## src/rtl/noc_out_ctrl.sv

```systemverilog
// Per-output-port control stage: locks the output to one granted input for a
// whole wormhole packet, registers the forwarded flit and tracks downstream credits.
module noc_out_ctrl #(
  parameter int PORTS   = 5,
  parameter int DATA_W  = 32,
  parameter int CREDITS = 4,
  parameter int CNT_W   = 3
) (
  input  logic                      clk,
  input  logic                      rst_,
  input  logic [PORTS-1:0]          grt,
  input  logic [PORTS*DATA_W-1:0]   idata,
  input  logic [PORTS*2-1:0]        itype,
  input  logic [PORTS-1:0]          ivalid,
  output logic [PORTS-1:0]          iack,
  output logic [DATA_W-1:0]         odata,
  output logic [1:0]                otype,
  output logic                      ovalid,
  input  logic                      credit_in,
  output logic [CNT_W-1:0]          credit_cnt,
  output logic                      busy,
  output logic [PORTS-1:0]          lock_sel,
  output logic                      err
);

  localparam logic [1:0] FLIT_HEAD_TAIL = 2'b00;
  localparam logic [1:0] FLIT_HEAD      = 2'b01;
  localparam logic [1:0] FLIT_BODY      = 2'b10;
  localparam logic [1:0] FLIT_TAIL      = 2'b11;

  typedef enum logic {IDLE, ACTIVE} state_t;

  state_t            state_q, state_d;
  logic [PORTS-1:0]  lock_sel_q, lock_sel_d;
  logic [DATA_W-1:0] odata_q, odata_d;
  logic [1:0]        otype_q, otype_d;
  logic              ovalid_q, ovalid_d;
  logic [CNT_W-1:0]  credit_cnt_q, credit_cnt_d;
  logic              err_q, err_d;

  logic [DATA_W-1:0] data_arr [PORTS];
  logic [1:0]        type_arr [PORTS];

  generate
    for (genvar gi = 0; gi < PORTS; gi++) begin : g_split
      assign data_arr[gi] = idata[gi*DATA_W +: DATA_W];
      assign type_arr[gi] = itype[gi*2 +: 2];
    end
  endgenerate

  logic [PORTS-1:0]  grt_low;
  logic [PORTS-1:0]  sel_oh;
  logic [DATA_W-1:0] sel_data;
  logic [1:0]        sel_type;
  logic              sel_valid;
  logic              head_like;
  logic              has_credit;
  logic              credit_full;
  logic              accept;
  logic              overflow;

  // Isolating the lowest set bit resolves a multi-hot grant to the lowest index.
  assign grt_low = grt & (~grt + PORTS'(1));
  assign sel_oh  = (state_q == ACTIVE) ? lock_sel_q : grt_low;

  always_comb begin
    sel_data  = '0;
    sel_type  = '0;
    sel_valid = 1'b0;
    for (int i = 0; i < PORTS; i++) begin
      if (sel_oh[i]) begin
        sel_data  = sel_data | data_arr[i];
        sel_type  = sel_type | type_arr[i];
        sel_valid = sel_valid | ivalid[i];
      end
    end
  end

  assign head_like   = (sel_type == FLIT_HEAD_TAIL) || (sel_type == FLIT_HEAD);
  assign has_credit  = (credit_cnt_q != '0);
  assign credit_full = (credit_cnt_q == CNT_W'(CREDITS));
  // A locked port forwards every flit type; an idle port only starts on a head.
  assign accept      = sel_valid && has_credit && ((state_q == ACTIVE) || head_like);
  assign overflow    = credit_in && !accept && credit_full;
  assign iack        = accept ? sel_oh : '0;

  always_comb begin
    state_d      = state_q;
    lock_sel_d   = lock_sel_q;
    odata_d      = odata_q;
    otype_d      = otype_q;
    ovalid_d     = accept;
    credit_cnt_d = credit_cnt_q;
    err_d        = err_q;

    if (accept) begin
      odata_d = sel_data;
      otype_d = sel_type;
    end

    unique case ({accept, credit_in})
      2'b10:   credit_cnt_d = credit_cnt_q - CNT_W'(1);
      2'b01:   credit_cnt_d = credit_full ? credit_cnt_q : credit_cnt_q + CNT_W'(1);
      default: credit_cnt_d = credit_cnt_q;
    endcase

    if (overflow) begin
      err_d = 1'b1;
    end

    unique case (state_q)
      IDLE: begin
        if (sel_valid && !head_like) begin
          err_d = 1'b1;
        end
        if (accept && sel_type == FLIT_HEAD) begin
          state_d    = ACTIVE;
          lock_sel_d = sel_oh;
        end
      end
      ACTIVE: begin
        if (accept && head_like) begin
          err_d = 1'b1;
        end
        if (accept && sel_type == FLIT_TAIL) begin
          state_d    = IDLE;
          lock_sel_d = '0;
        end
      end
      default: begin
        state_d    = IDLE;
        lock_sel_d = '0;
      end
    endcase
  end

  always_ff @(posedge clk) begin
    if (!rst_) begin
      state_q      <= IDLE;
      lock_sel_q   <= '0;
      odata_q      <= '0;
      otype_q      <= FLIT_HEAD_TAIL;
      ovalid_q     <= 1'b0;
      credit_cnt_q <= CNT_W'(CREDITS);
      err_q        <= 1'b0;
    end else begin
      state_q      <= state_d;
      lock_sel_q   <= lock_sel_d;
      odata_q      <= odata_d;
      otype_q      <= otype_d;
      ovalid_q     <= ovalid_d;
      credit_cnt_q <= credit_cnt_d;
      err_q        <= err_d;
    end
  end

  assign odata      = odata_q;
  assign otype      = otype_q;
  assign ovalid     = ovalid_q;
  assign credit_cnt = credit_cnt_q;
  assign busy       = (state_q == ACTIVE);
  assign lock_sel   = lock_sel_q;
  assign err        = err_q;

  // Flit type encodings kept for readability of the case decodes above.
  logic unused_enc;
  assign unused_enc = ^{FLIT_BODY};

endmodule

```

## config.mk

```make
export PLATFORM = sky130hd
export DESIGN_NAME = noc_out_ctrl
export DESIGN_NICKNAME = d
export VERILOG_FILES = /design/src/rtl/noc_out_ctrl.sv
export SDC_FILE = /design/constraint.sdc
export NUM_CORES = 1
export LEC_CHECK = 0
export ABC_AREA = 1
export ABC_CLOCK_PERIOD_IN_PS = 4000
export CAP_MARGIN = 5
export CORE_MARGIN = 2
export CORE_UTILIZATION = 35
export DETAILED_ROUTE_END_ITERATION = 8
export HOLD_SLACK_MARGIN = 0.05
export PLACE_DENSITY = 0.95
export RECOVER_POWER = 25
export SETUP_SLACK_MARGIN = 0.05
export SLEW_MARGIN = 20
export SYNTH_ARGS = -nofsm -noshare
export SYNTH_HDL_FRONTEND = slang
export SYNTH_SLANG_ARGS = --single-unit
```

## constraint.sdc

```tcl
create_clock -name clk -period 4 [get_ports clk]
set_clock_uncertainty 0.05 [all_clocks]
set_input_delay 1.2 -clock clk [delete_from_list [all_inputs] [get_ports clk]]
set_output_delay 1.2 -clock clk [all_outputs]
set_load 0.05 [all_outputs]
```

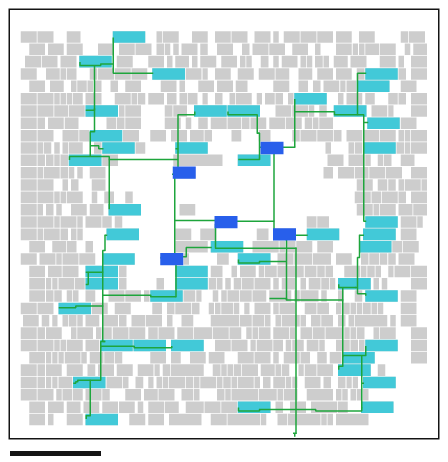
Fig. 1. Routed clock nets over the placement.
Scale bar: 20 um.
[cyan] flip-flops | count: 45
[blue] clock drivers | count: 5
[green] clock wires | length: 584 um
routed clock nets: 6
flops lie: widely spread
Clk power: 366 uW
worst skew pair latency: 0.30 ns
clock power share: 0.192

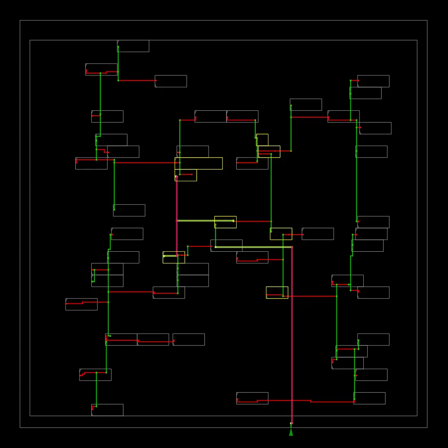
Fig. 2. Clock nets.
number of sinks driven by the clock tree: 45
number of sequential storage elements: 45
clock buffers: 6

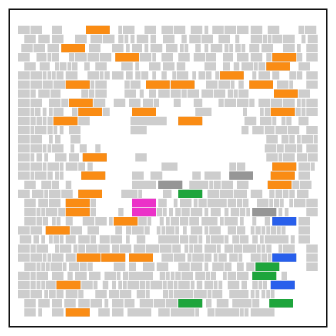
Fig. 3. Sequential cells coloured by netlist name.
[blue] credit_cnt | sequential cells: 3
[green] lock_sel | sequential cells: 5 | where: south-east
[orange] odata | sequential cells: 32 | where: widely spread
[magenta] otype | sequential cells: 2
flop share of the area: 0.1609
power of the sequential group: 568 uW
utilization of the core after routing: 0.7171

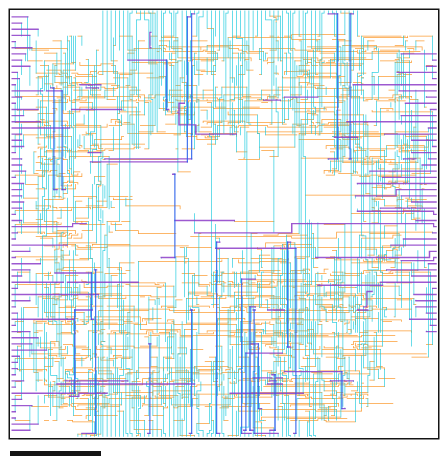
Fig. 4. Wiring by layer.
Scale bar: 20 um.
[orange] metal 1 | wire length: 4620 um
[cyan] metal 2 | wire length: 6760 um
[purple] metal 3 | wire length: 992 um
[blue] metal 4 | wire length: 559 um

==> flow_summary.yaml <==
# implementation run metrics
run_status:
  status: "complete, no violations"
pwr:
  power_top_consumer: "combinational cells"
  fraction_of_power_consumed_by_sequential_logic: 0.297
  switchingPower_uw: 780.0
  pg_comb_uw: 977
critical_path:
  path_cells: "dlygate4sd2_1 > inv_2 > nor2_2 > nand2_2 > nand2_4 > nand2_1 > nand3_2 > o21ai_4 > nand2_4 > a21oi_4 > buf_12"
  cpPeakStageDelay_ns: 0.27
  r2r_slack_ns: 1.08
  worst_r2r_endpoint: "credit_cnt[2]$_SDFFE_PN1P_"
  crit_family: "simple AND/OR/NAND/NOR gates"
  r2r-start: "busy$_SDFF_PN0_"
  critical-path-top-cell-by-count: "sky130_fd_sc_hd__nand2_4"
  worst_r2r_path_depth: 16
clocking:
  clock_path_buffers: 2
  clk_transition_reported_paths_ns: 0.09
timing:
  max_freq_mhz: 258.9
  setup_violations: 0
  rsz0062_at_grt: "no"
  hold_viol_final: 0
  fin_crit_ns: 3.862
  final-max-slew-violation-count: 0
synth:
  ys_warn_count: 0
  synthXorXnorAreaFrac: 0
  topCombFamilyByArea: "simple AND/OR/NAND/NOR gates"
  yosys-top-cells-area: "sky130_fd_sc_hd__dfxtp_1 32%, sky130_fd_sc_hd__nand2_1 17%, sky130_fd_sc_hd__a221oi_1 9.8%"
  ys_seq_frac: 0.3154
  synth_nets: 606
  yosys.area.top_type: "sky130_fd_sc_hd__dfxtp_1"
  yosysCellCount: 422
  ys_area_um2: 2856
  synthesis.area_per_instance_um2: 6.769
placed_design:
  gp_congestion: 0.9007
  number_of_buffers_added_on_ports: 232
  hpwl_um: 10150
  dp_cells: 747
global_routing:
  groute.layer.met3.usage: 0.06544
  antenna_found_initial: 0
  grt.met2_usage: 0.5256
route:
  detailroute.wirelength.met3_um: 992
  route.top_layer_used: "met4"
  detailedRoute.firstPassIterationCount: 7
  total_vias_in_the_final_route: 4077
layout:
  clock_tree_area_fraction: 0.02145
  finish.net_count: 841
  nonClkBufAreaFrac: 0.4610
  post_synthesis_to_final_layout_area_growth_pct: 96.01
  layout_top_cell: "sky130_fd_sc_hd__clkdlybuf4s50_1"
  logic_share_of_the_area: 0.3207
  nMultiInputCombCells: 328
floorplan:
  fp.coreArea_um2: 7807
  floorplan.rows: 32
  die_h_um: 94.34
  floorplan.core_util: 0.3659
hold_path:
  hold-path-endpoint: "otype[0]$_SDFFE_PN0N_"
[stage by stage]
step                TNS (ns)  total power [mW]    util  setup slack, ns
finish                     0             1.912  0.7171           0.1381
global route               0             2.010  0.7171          0.05624
CTS                        0             1.927  0.7159          0.09930
detailed placement   -0.7792             1.549  0.6902          -0.1794
global placement     -0.3885             1.514  0.6902         -0.09871
floorplan            -0.4506             1.115       -          -0.1378
[worst max-delay path by stage]
stage,start,to
floorplan,grt[0],iack[2]
global placement,grt[0],iack[3]
detailed placement,grt[0],iack[2]
CTS,grt[0],iack[2]
global route,grt[2],iack[4]
finish,grt[2],iack[4]
[synth_stat cells]
cell	count
sky130_fd_sc_hd__nand2_1	126
sky130_fd_sc_hd__dfxtp_1	45
sky130_fd_sc_hd__nand3_1	39
sky130_fd_sc_hd__o21ai_0	35
sky130_fd_sc_hd__a221oi_1	32
sky130_fd_sc_hd__a31oi_1	32
sky130_fd_sc_hd__nor2_1	27
sky130_fd_sc_hd__clkbuf_1	21
sky130_fd_sc_hd__inv_1	14
sky130_fd_sc_hd__a21oi_1	8
sky130_fd_sc_hd__buf_2	8
sky130_fd_sc_hd__nand2_2	6
sky130_fd_sc_hd__nand3_2	6
sky130_fd_sc_hd__buf_6	3
sky130_fd_sc_hd__nor3_1	3
sky130_fd_sc_hd__o21ai_1	3
sky130_fd_sc_hd__nand2_4	2
sky130_fd_sc_hd__nor2_4	2
sky130_fd_sc_hd__o21ai_4	2
sky130_fd_sc_hd__a22oi_1	1
sky130_fd_sc_hd__clkinv_4	1
sky130_fd_sc_hd__fa_1	1
sky130_fd_sc_hd__inv_2	1
sky130_fd_sc_hd__inv_6	1
sky130_fd_sc_hd__nand3_4	1
sky130_fd_sc_hd__nand3b_1	1
sky130_fd_sc_hd__nor2_2	1
Power is estimated from default activity; no workload was simulated.
